met2.png
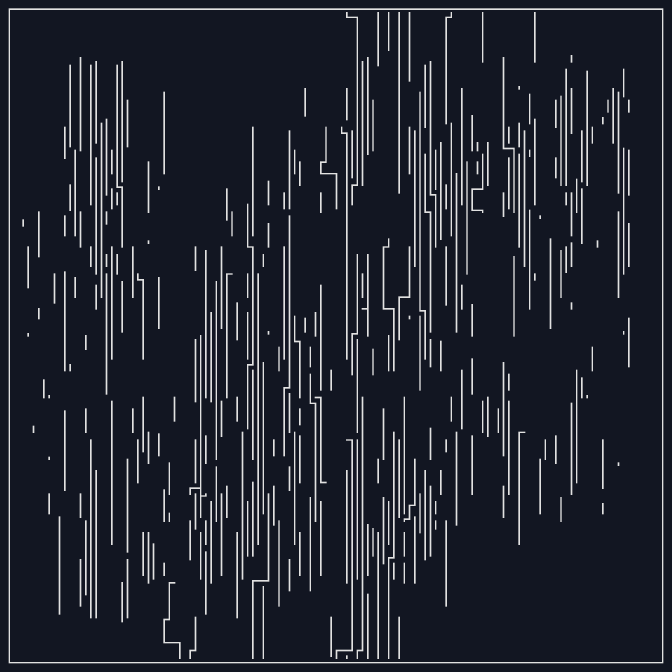
density.png
11 x 11 tiles, from white (low) to dark blue (high), 0 to 100% covered.
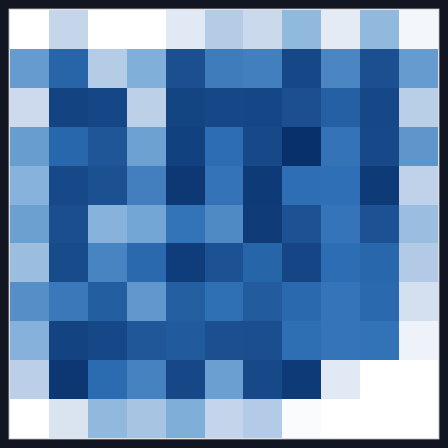
## src/rtl/alu_op_sequencer.sv

```systemverilog
// alu_op_sequencer: control sequencer for the LC-3 operate instructions
// (ADD, AND, NOT). Accepts one instruction per handshake, drives register-file
// addresses and ALU controls, strobes writeback and owns the N/Z/P codes.
module alu_op_sequencer #(
    parameter bit STRICT_NOT = 1'b1,
    parameter bit SET_CC     = 1'b1
) (
    input  logic        clk,
    input  logic        rst,
    input  logic        instr_valid,
    output logic        instr_ready,
    input  logic [15:0] instr,
    output logic [2:0]  sr1,
    output logic [2:0]  sr2,
    output logic [1:0]  aluk,
    output logic [5:0]  alu_ir_slice,
    output logic        gate_alu,
    input  logic [15:0] bus,
    output logic        ld_reg,
    output logic [2:0]  dr,
    output logic        ld_cc,
    output logic [2:0]  nzp,
    output logic        busy,
    output logic        done,
    output logic        illegal
);

    localparam logic [3:0] OP_ADD = 4'b0001;
    localparam logic [3:0] OP_AND = 4'b0101;
    localparam logic [3:0] OP_NOT = 4'b1001;

    typedef enum logic [1:0] {
        S_IDLE   = 2'd0,
        S_DECODE = 2'd1,
        S_EXEC   = 2'd2,
        S_DONE   = 2'd3
    } state_t;

    state_t      state_q, state_d;
    logic [3:0]  op_q, op_d;       // opcode of the captured word
    logic [5:0]  lo6_q, lo6_d;     // raw ir[5:0], needed for NOT legality
    logic [2:0]  sr1_q, sr1_d;
    logic [2:0]  sr2_q, sr2_d;
    logic [2:0]  dr_q, dr_d;
    logic [1:0]  aluk_q, aluk_d;
    logic [5:0]  slice_q, slice_d;
    logic [2:0]  nzp_q, nzp_d;
    logic        legal;

    // Legality of the captured word, evaluated while in DECODE.
    always_comb begin
        legal = 1'b0;
        case (op_q)
            OP_ADD:  legal = 1'b1;
            OP_AND:  legal = 1'b1;
            OP_NOT:  legal = !(STRICT_NOT && (lo6_q != 6'b111111));
            default: legal = 1'b0;
        endcase
    end

    // Next-state logic: capture in IDLE, branch in DECODE, update codes in EXEC.
    always_comb begin
        state_d = state_q;
        op_d    = op_q;
        lo6_d   = lo6_q;
        sr1_d   = sr1_q;
        sr2_d   = sr2_q;
        dr_d    = dr_q;
        aluk_d  = aluk_q;
        slice_d = slice_q;
        nzp_d   = nzp_q;
        case (state_q)
            S_IDLE: begin
                if (instr_valid) begin
                    // Fields are registered at capture so they are already
                    // stable during DECODE and hold through DONE and after.
                    op_d    = instr[15:12];
                    lo6_d   = instr[5:0];
                    sr1_d   = instr[8:6];
                    sr2_d   = instr[2:0];
                    dr_d    = instr[11:9];
                    slice_d = (instr[15:12] == OP_NOT) ? 6'b0 : instr[5:0];
                    case (instr[15:12])
                        OP_AND:  aluk_d = 2'b01;
                        OP_NOT:  aluk_d = 2'b10;
                        default: aluk_d = 2'b00;
                    endcase
                    state_d = S_DECODE;
                end
            end
            S_DECODE: state_d = legal ? S_EXEC : S_IDLE;
            S_EXEC: begin
                if (SET_CC) begin
                    if (bus[15])           nzp_d = 3'b100;
                    else if (bus == 16'h0) nzp_d = 3'b010;
                    else                   nzp_d = 3'b001;
                end
                state_d = S_DONE;
            end
            default: state_d = S_IDLE;
        endcase
    end

    // State and datapath registers with synchronous reset.
    always_ff @(posedge clk) begin
        if (rst) begin
            state_q <= S_IDLE;
            op_q    <= 4'h0;
            lo6_q   <= 6'h0;
            sr1_q   <= 3'h0;
            sr2_q   <= 3'h0;
            dr_q    <= 3'h0;
            aluk_q  <= 2'b00;
            slice_q <= 6'h0;
            nzp_q   <= 3'b010;
        end else begin
            state_q <= state_d;
            op_q    <= op_d;
            lo6_q   <= lo6_d;
            sr1_q   <= sr1_d;
            sr2_q   <= sr2_d;
            dr_q    <= dr_d;
            aluk_q  <= aluk_d;
            slice_q <= slice_d;
            nzp_q   <= nzp_d;
        end
    end

    // Strobes decode from state; rst masks them so an instruction caught by
    // reset mid-EXEC never reaches the register file.
    always_comb begin
        instr_ready  = (state_q == S_IDLE);
        busy         = (state_q != S_IDLE);
        gate_alu     = (state_q == S_EXEC) && !rst;
        ld_reg       = (state_q == S_EXEC) && !rst;
        ld_cc        = (state_q == S_EXEC) && !rst && SET_CC;
        done         = (state_q == S_DONE) && !rst;
        illegal      = (state_q == S_DECODE) && !legal && !rst;
        sr1          = sr1_q;
        sr2          = sr2_q;
        dr           = dr_q;
        aluk         = aluk_q;
        alu_ir_slice = slice_q;
        nzp          = nzp_q;
    end

endmodule

```

## config.mk

```make
export PLATFORM = sky130hd
export DESIGN_NAME = alu_op_sequencer
export DESIGN_NICKNAME = d
export VERILOG_FILES = /design/src/rtl/alu_op_sequencer.sv
export SDC_FILE = /design/constraint.sdc
export NUM_CORES = 1
export LEC_CHECK = 0
export CORE_MARGIN = 1
export CORE_UTILIZATION = 38
export DETAILED_ROUTE_END_ITERATION = 10
export PLACE_DENSITY = 0.77
export SLEW_MARGIN = 20
export SYNTH_ARGS = -nofsm -noshare
export SYNTH_HDL_FRONTEND = slang
export SYNTH_SLANG_ARGS = --single-unit
```

## constraint.sdc

```tcl
create_clock -name clk -period 1.5 [get_ports clk]
set_input_delay 0.3 -clock clk [delete_from_list [all_inputs] [get_ports clk]]
set_output_delay 0.3 -clock clk [all_outputs]
set_load 0.01 [all_outputs]
```

==> metrics.json <==
{
  "logic_synthesis": {
    "synthAoiAreaFrac": 0.140,
    "number_of_distinct_library_cell_variants_in_the_gate_level_netlist_after_synthesis": 29,
    "edf_count": 0
  },
  "pwr": {
    "power.clock.total_uw": 475,
    "swShare": 0.251
  },
  "place": {
    "gp_congestion": 0.715
  },
  "min_path": {
    "worst_hold_path.num_cells": 2
  },
  "sta": {
    "whs_ns": 0.455,
    "worst_pin_slew_ns": 0.289
  },
  "critical_path": {
    "worst-path-buf-inv": 1,
    "timing.reg2reg.setup_slack_ns": 0.04
  },
  "clock_network": {
    "tritoncts.num_buffers": 5
  },
  "run_status": {
    "violated_checks": "design-rule violations",
    "status": "complete, but fails checks"
  },
  "grt": {
    "grt_first_pass_wirelength_um": 5260,
    "groute.layer.met3.usage": 0.0680
  },
  "finish": {
    "nets": 257,
    "drive_above_1_share": 0.225,
    "area_growth_pct": 74.8
  },
  "drt": {
    "drc": 7
  }
}
Back to the opening pictures, met2.png:
longest straight run	23.8 µm
nets with wire on the layer	231
main direction	vertical
routed wire length: 3250 µm
met2 usage in global routing: 0.365
via total after detailed routing: 1300

Back to the opening pictures, density.png:
densest ninth of the die	center
nearly empty tiles	7.4%
mean over tiles	61%
tiles over 75% full	44%
Core Footprint: 2830 µm²
final core utilization: 0.721

==> area by class of cell <==
cell class | instances | area, µm² | area share
clock buffer | 7 | 55.1 | 0.0270
inverter | 2 | 7.51 | 0.00368
multi-input combinational | 100 | 548 | 0.269
sequential | 29 | 583 | 0.286
tap | 31 | 38.8 | 0.0190
timing repair buffer | 84 | 808 | 0.396
==> what timing repair did <==
item	CTS	global route
hold buffers	0	0
pin swaps	1	4
gates resized	46	27
endpoints found under the setup margin	31	36
endpoints found under the hold margin	0	0
==> per-layer routing <==
metal,part of all wire,routed length [µm],up-vias
met2,0.50,1620,49
met4,0.010,33,0
met3,0.095,308,5
met1,0.40,1280,606
li1,-,-,640
met5,0,0,-
Power is estimated from default activity; no workload was simulated.
